<file path="src/rtl/game_pkg.sv">
// Shared types and constants for the LED memory game sequencer.
package game_pkg;

  typedef enum logic [2:0] {
    S_IDLE,
    S_CLEAR,
    S_GEN,
    S_SHOW,
    S_INPUT,
    S_JUDGE,
    S_GAP,
    S_DONE
  } state_t;

  localparam logic [2:0]  LV_8    = 3'b001;
  localparam logic [2:0]  LV_12   = 3'b010;
  localparam logic [2:0]  LV_16   = 3'b100;

  localparam logic [15:0] MASK_8  = 16'h00FF;
  localparam logic [15:0] MASK_12 = 16'h0FFF;
  localparam logic [15:0] MASK_16 = 16'hFFFF;

  function automatic logic level_ok(input logic [2:0] lv);
    return (lv == LV_8) || (lv == LV_12) || (lv == LV_16);
  endfunction

  function automatic logic [15:0] level_mask(input logic [2:0] lv);
    case (lv)
      LV_8:    return MASK_8;
      LV_12:   return MASK_12;
      LV_16:   return MASK_16;
      default: return '0;
    endcase
  endfunction

endpackage

</file>
<file path="src/rtl/seq_delay_counter.sv">
// Loadable down-counter with zero flag; shared by the clear, gap and input-timeout waits.
module seq_delay_counter #(
  parameter int unsigned W = 4
) (
  input  logic         clk,
  input  logic         rst,
  input  logic         load_i,
  input  logic         en_i,
  input  logic [W-1:0] load_val_i,
  output logic         zero_o
);

  logic [W-1:0] cnt_q;

  always_ff @(posedge clk) begin
    if (rst) begin
      cnt_q <= '0;
    end else if (load_i) begin
      cnt_q <= load_val_i;
    end else if (en_i && (cnt_q != '0)) begin
      cnt_q <= cnt_q - W'(1);
    end
  end

  assign zero_o = (cnt_q == '0);

endmodule

</file>
<file path="src/rtl/game_round_sequencer.sv">
// Round sequencer for the LED memory game: drives generator/printer/trimmer,
// judges each round, counts results and publishes the final score.
module game_round_sequencer
  import game_pkg::*;
#(
  parameter int unsigned NUM_ROUNDS   = 10,
  parameter int unsigned POINTS       = 10,
  parameter int unsigned CLR_CYCLES   = 2,
  parameter int unsigned GAP_CYCLES   = 3,
  parameter int unsigned TRIM_TIMEOUT = 0
) (
  input  logic        clk,
  input  logic        rst,
  input  logic        start,
  input  logic [2:0]  level,
  input  logic        level_valid,
  input  logic        gen_done,
  input  logic        print_done,
  input  logic        trim_done,
  input  logic        round_win,
  output logic        sub_clr,
  output logic        gen_start,
  output logic        print_start,
  output logic        trim_start,
  output logic [15:0] lv_enable,
  output logic [4:0]  round_count,
  output logic [4:0]  answer_count,
  output logic [6:0]  score,
  output logic        busy,
  output logic        game_end
);

  localparam int unsigned MAX_CG  = (CLR_CYCLES > GAP_CYCLES) ? CLR_CYCLES : GAP_CYCLES;
  localparam int unsigned MAX_ALL = (MAX_CG > TRIM_TIMEOUT) ? MAX_CG : TRIM_TIMEOUT;
  localparam int unsigned CNT_MAX = (MAX_ALL > 1) ? MAX_ALL : 1;
  localparam int unsigned CNT_W   = $clog2(CNT_MAX + 1);

  // Each wait loads N-1 so the state is resident for exactly N cycles.
  localparam logic [CNT_W-1:0] CLR_LOAD = CNT_W'(CLR_CYCLES - 1);
  localparam logic [CNT_W-1:0] GAP_LOAD = CNT_W'((GAP_CYCLES == 0) ? 0 : GAP_CYCLES - 1);
  localparam logic [CNT_W-1:0] TO_LOAD  = CNT_W'((TRIM_TIMEOUT == 0) ? 0 : TRIM_TIMEOUT - 1);
  localparam logic [4:0]       ROUNDS5  = 5'(NUM_ROUNDS);

  state_t      state_q, state_d;
  logic        start_q;
  logic        win_q, win_d;
  logic        start_ok;
  logic [4:0]  rc_inc, ac_inc;
  logic        cnt_load, cnt_zero;
  logic [CNT_W-1:0] cnt_val;

  logic        sub_clr_q, gen_start_q, print_start_q, trim_start_q, busy_q, game_end_q;
  logic [15:0] lv_enable_q;
  logic [4:0]  round_count_q, answer_count_q;
  logic [6:0]  score_q;

  seq_delay_counter #(.W(CNT_W)) u_delay (
    .clk        (clk),
    .rst        (rst),
    .load_i     (cnt_load),
    .en_i       (1'b1),
    .load_val_i (cnt_val),
    .zero_o     (cnt_zero)
  );

  always_comb begin
    start_ok = start & ~start_q & level_valid & level_ok(level);
    rc_inc   = (round_count_q == ROUNDS5) ? round_count_q : round_count_q + 5'd1;
    ac_inc   = (answer_count_q == ROUNDS5) ? answer_count_q
                                           : answer_count_q + {4'd0, win_q};
    state_d  = state_q;
    win_d    = win_q;
    case (state_q)
      S_IDLE, S_DONE: if (start_ok) state_d = S_CLEAR;
      S_CLEAR:        if (cnt_zero) state_d = S_GEN;
      S_GEN:          if (gen_done) state_d = S_SHOW;
      S_SHOW:         if (print_done) state_d = S_INPUT;
      S_INPUT: begin
        if (trim_done) begin
          state_d = S_JUDGE;
          win_d   = round_win;
        end else if ((TRIM_TIMEOUT != 0) && cnt_zero) begin
          state_d = S_JUDGE;
          win_d   = 1'b0;
        end
      end
      S_JUDGE: begin
        if (rc_inc == ROUNDS5)    state_d = S_DONE;
        else if (GAP_CYCLES == 0) state_d = S_CLEAR;
        else                      state_d = S_GAP;
      end
      S_GAP:          if (cnt_zero) state_d = S_CLEAR;
      default:        state_d = S_IDLE;
    endcase

    // The counter restarts on every state change; only the entered state's load value matters.
    cnt_load = (state_d != state_q);
    case (state_d)
      S_CLEAR: cnt_val = CLR_LOAD;
      S_GAP:   cnt_val = GAP_LOAD;
      S_INPUT: cnt_val = TO_LOAD;
      default: cnt_val = '0;
    endcase
  end

  always_ff @(posedge clk) begin
    if (rst) begin
      state_q        <= S_IDLE;
      start_q        <= 1'b0;
      win_q          <= 1'b0;
      sub_clr_q      <= 1'b0;
      gen_start_q    <= 1'b0;
      print_start_q  <= 1'b0;
      trim_start_q   <= 1'b0;
      busy_q         <= 1'b0;
      game_end_q     <= 1'b0;
      lv_enable_q    <= '0;
      round_count_q  <= '0;
      answer_count_q <= '0;
      score_q        <= '0;
    end else begin
      state_q       <= state_d;
      start_q       <= start;
      win_q         <= win_d;
      sub_clr_q     <= (state_d == S_CLEAR);
      gen_start_q   <= (state_d == S_GEN)   && (state_q != S_GEN);
      print_start_q <= (state_d == S_SHOW)  && (state_q != S_SHOW);
      trim_start_q  <= (state_d == S_INPUT) && (state_q != S_INPUT);
      busy_q        <= (state_d != S_IDLE) && (state_d != S_DONE);
      game_end_q    <= (state_d == S_DONE);

      if (((state_q == S_IDLE) || (state_q == S_DONE)) && start_ok) begin
        lv_enable_q    <= level_mask(level);
        round_count_q  <= '0;
        answer_count_q <= '0;
        score_q        <= '0;
      end else if (state_q == S_DONE) begin
        score_q <= 7'(answer_count_q * POINTS);
      end

      if (state_q == S_JUDGE) begin
        round_count_q  <= rc_inc;
        answer_count_q <= ac_inc;
      end
    end
  end

  assign sub_clr      = sub_clr_q;
  assign gen_start    = gen_start_q;
  assign print_start  = print_start_q;
  assign trim_start   = trim_start_q;
  assign busy         = busy_q;
  assign game_end     = game_end_q;
  assign lv_enable    = lv_enable_q;
  assign round_count  = round_count_q;
  assign answer_count = answer_count_q;
  assign score        = score_q;

endmodule

</file>
<file path="config.mk">
export PLATFORM = sky130hd
export DESIGN_NAME = game_round_sequencer
export DESIGN_NICKNAME = d
export VERILOG_FILES = /design/src/rtl/game_pkg.sv /design/src/rtl/seq_delay_counter.sv /design/src/rtl/game_round_sequencer.sv
export SDC_FILE = /design/constraint.sdc
export NUM_CORES = 1
export LEC_CHECK = 0
export CORE_MARGIN = 3
export CORE_UTILIZATION = 43
export DETAILED_ROUTE_END_ITERATION = 12
export GPL_ROUTABILITY_DRIVEN = 0
export PLACE_DENSITY = 0.83
export SLEW_MARGIN = 20
export SYNTH_ARGS = -nofsm -noshare
export SYNTH_HDL_FRONTEND = slang
export SYNTH_SLANG_ARGS = --single-unit
</file>
<file path="constraint.sdc">
create_clock -name clk -period 2.2 [get_ports clk]
set_clock_uncertainty 0.2 [all_clocks]
set_input_delay 0.44 -clock clk [delete_from_list [all_inputs] [get_ports clk]]
set_output_delay 0.44 -clock clk [all_outputs]
set_load 0.05 [all_outputs]
</file>
==> Table 3: Implementation characteristics <==
Physical implementation characteristics

Parameter                              Value

Drt
  Routed Wire Length    5170 um
  Initial DRC count    101
  Remaining number of nets flagged by the antenna check after routing    0
  Vias after detailed routing    1,783
  Initial DRT Pass Iterations    4

Layout
  Clock-cell share    3.45%
  Filler cell count in the final layout    308
  Number of logic gates    151
  Relative area change from synthesis to final layout    46.4%
  Logic share of the area    41.2%
  # nets final    304
  Antenna cell count    0
  Ratio of cells with drive above 1 in the final layout    33.8%
  Largest class    combinational gates
  Count of inverters not on the clock network in the layout    9

Critical path
  CP Max Fanout    4
  Critical path launch point    gen_done
  Kind of cell with the highest combined delay on the critical path    AND-OR/OR-AND gates
  Critical path capture point    u_delay.cnt_q[0]
  Critical Path, Cell by Cell    clkdlybuf4s50_1, nor2b_1, o2bb2ai_1, o221ai_2, a31oi_4, a211oi_2, mux2_4
  Max incr delay on CP    480 ps
  R2r setup slk    50 ps
  Launch point of the worst reg-to-reg path    round_count[0]
  Endpoint arrival time on the critical path    2140 ps
  CP max stage cell    sky130_fd_sc_hd__clkdlybuf4s50_1
  Startpoint type of the worst setup path    input pin
  Number of cells traversed by the worst register-to-register path    8

Yosys
  Count of mapped cells out of synthesis    217
  Yosys chip area    1840 um2
  Average cell area after synthesis    8.46 um2
  Yosys synthesis warning count    0
  Unique cell type count in the Yosys netlist    52
  Number of storage elements in the synthesis netlist    32
  Number of nets produced by synthesis    238
  Post-synthesis cell count from yosys    217
  Mapped Area    1840 um2
  Top flip-flop cell by instance count after synthesis    sky130_fd_sc_hd__dfxtp_1
  Portion of synthesized cell area occupied by the leading cell type    34.9%
  Async set-or-reset flop fraction in the synthesized netlist    0%
  Cell type with the highest aggregate area in the netlist    sky130_fd_sc_hd__dfxtp_1

Power
  Sequential share of power    32.5%
  Internal power consumption    1.30 mW
  Post-route total power    2.05 mW
  Clk pwr share    23.5%
  Proportion of power drawn by combinational gates    44.0%
  Switching component of the power    0.751 mW
  PD cells    765 nW/um2

GRT
  All-Layer GR Usage    19.9%
  Via count of the first global-routing pass    1,733
  Overflow left after global routing    0
  Wire length of the first global-routing pass    8140 um
  Initial antenna violation count    0

STA
  Final setup violation count    0
  Share of the clock period used by the worst path after layout    98.3%
  Unrepaired setup endpoints after global routing    true
  Max transition margin    64.4%
  Worst path setup slack after routing    37.2 ps
  Peak Freq    0.462 GHz
  Max Transition Viols Final    0

Clock tree
  Insertion delay to the later sink of the worst-skew pair    290 ps
  H-tree level count    2
  Clock tree from TritonCTS    built
  Root Buffer    sky130_fd_sc_hd__clkbuf_8
  Bufs on Longest Clock Path    2
  TritonCTS Buffers    5

Outcome
  Result of the run    completed

Job
  # Max-Cap Violations    0

Die
  Y dimension of the die    71.3 um
  Fraction of the core area occupied by cells at floorplan    45.2%
  I/O Pins    50

Hold path
  Hold path endpoint    start_q
  Worst min-delay path startpoint    start

Placed design
  Worst setup slack before clock tree synthesis    -500 ps
  Number of buffers inserted by port buffering    48
## layout by cell type, fill, tap and decap left out, types with 3 or more instances in the layout
cell type,netlist,final
sky130_fd_sc_hd__xor2_1,7,6
sky130_fd_sc_hd__a21oi_1,16,16
sky130_fd_sc_hd__nor2b_1,5,3
sky130_fd_sc_hd__ha_4,0,3
sky130_fd_sc_hd__dfxtp_2,0,11
sky130_fd_sc_hd__nor2_1,24,23
sky130_fd_sc_hd__nand2b_1,3,3
sky130_fd_sc_hd__o21ai_0,9,7
sky130_fd_sc_hd__nand4_1,4,4
sky130_fd_sc_hd__dlymetal6s2s_1,0,3
sky130_fd_sc_hd__nand2_1,20,20
sky130_fd_sc_hd__buf_4,14,47
sky130_fd_sc_hd__nand3_1,4,4
sky130_fd_sc_hd__clkdlybuf4s50_1,0,29
sky130_fd_sc_hd__clkbuf_8,0,6
sky130_fd_sc_hd__ha_1,9,6
sky130_fd_sc_hd__xnor2_1,3,3
sky130_fd_sc_hd__inv_1,9,6
sky130_fd_sc_hd__nor3_1,5,5
sky130_fd_sc_hd__dfxtp_1,32,19
## routing by layer
layer	vias to the layer above	GRT usage (%)	wire [um]
li1	867	-	-
met1	836	25.0	2140
met2	69	34.0	2590
met3	11	3.79	311
met4	0	6.68	122
met5	-	0	0
## cells by family after synthesis
kind of cell	share of synthesized area, %
multiplexers	1.70
AND-OR/OR-AND	16.8
other	0.204
adder cells (fa/ha/maj)	7.23
XOR/XNOR	4.77
flip-flops	34.9
buffers and inverters	10.2
AND/OR/NAND/NOR	24.2
## what timing repair did
action	in CTS	in global routing
gates resized	16	27
hold endpoints to repair	0	0
setup endpoints to repair	14	9
pin swaps	4	10
setup buffers	1	5
## registers in the layout (all words and copies together) (netlist names), 2 cells and up
name,cells
u_delay.cnt_q,2
lv_enable,3
answer_count,5
round_count,5
score,6
state_q,3
## stage by stage
step	hold slack [ps]	cell area, um2	std cells	setup TNS [ps]
final	207	2690	334	0
after global placement	243	2450	320	-6600
after detailed placement	253	2450	320	-8620
after CTS	266	2590	329	0
after floorplan	258	1850	217	-22.2
after global routing	241	2690	334	-104
## Yosys cell counts, types with 5 or more instances
library cell,n
sky130_fd_sc_hd__dfxtp_1,32
sky130_fd_sc_hd__nor2_1,24
sky130_fd_sc_hd__ha_1,9
sky130_fd_sc_hd__a21oi_1,16
sky130_fd_sc_hd__buf_4,14
sky130_fd_sc_hd__nand2_1,20
sky130_fd_sc_hd__o21ai_0,9
sky130_fd_sc_hd__xor2_1,7
sky130_fd_sc_hd__nor2b_1,5
sky130_fd_sc_hd__clkbuf_1,6
sky130_fd_sc_hd__inv_1,9
sky130_fd_sc_hd__nor3_1,5
sky130_fd_sc_hd__buf_2,5
## power by group through the flow
| stage | logic (mW) | registers, mW | clock network (mW) |
|---|---|---|---|
| final | 0.904 | 0.667 | 0.483 |
| after floorplan | 0.396 | 0.736 | 0 |
| after detailed placement | 0.773 | 0.670 | 0 |
| after CTS | 0.816 | 0.658 | 0.480 |
| after global routing | 0.960 | 0.672 | 0.513 |
| after global placement | 0.745 | 0.669 | 0 |
### Routed clock nets over the placement

Scale: 8 px per um.
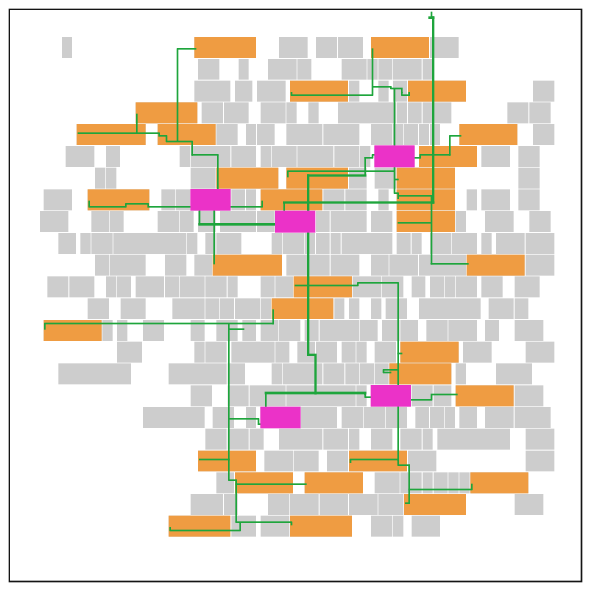
Key: green = clock wires [length 445 um]; magenta = clock-net drivers [count 5]; orange = flip-flops [count 32]
There are 6 routed clock nets.

### Cell classes on the final placement

Scale: 6 px per um. Fill, decap, tap and diode cells in gray.
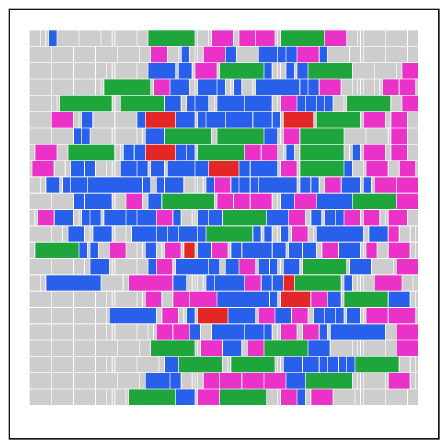
Key: red = clock drivers and dummy loads [cells 8]; magenta = remaining buffers and delay cells [cells 84]; green = registers [cells 32]; blue = remaining logic cells [cells 160]
utilization after layout: 66.2%
post-route design area: 2690 um2
core area: 4060 um2
register fraction of the total cell area: 24.6%

### Where the registers sit

Scale: 6 px per um.
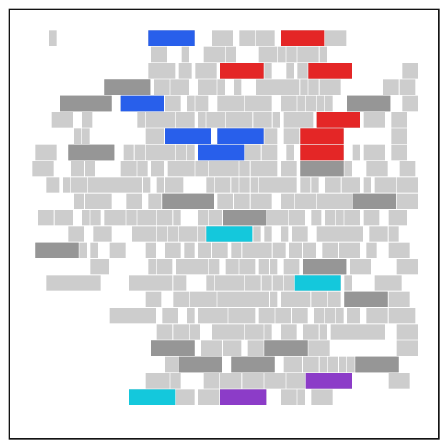
Key: blue = `answer_count` [sequential cells 5]; cyan = `state_q` [sequential cells 3]; red = `score` [sequential cells 6, where upper right]; purple = `u_delay.cnt_q` [sequential cells 2]
sequential cell area: 662 um2
Seq power: 0.667 mW

No activity file was given, so power comes from the tool's default toggle rates.
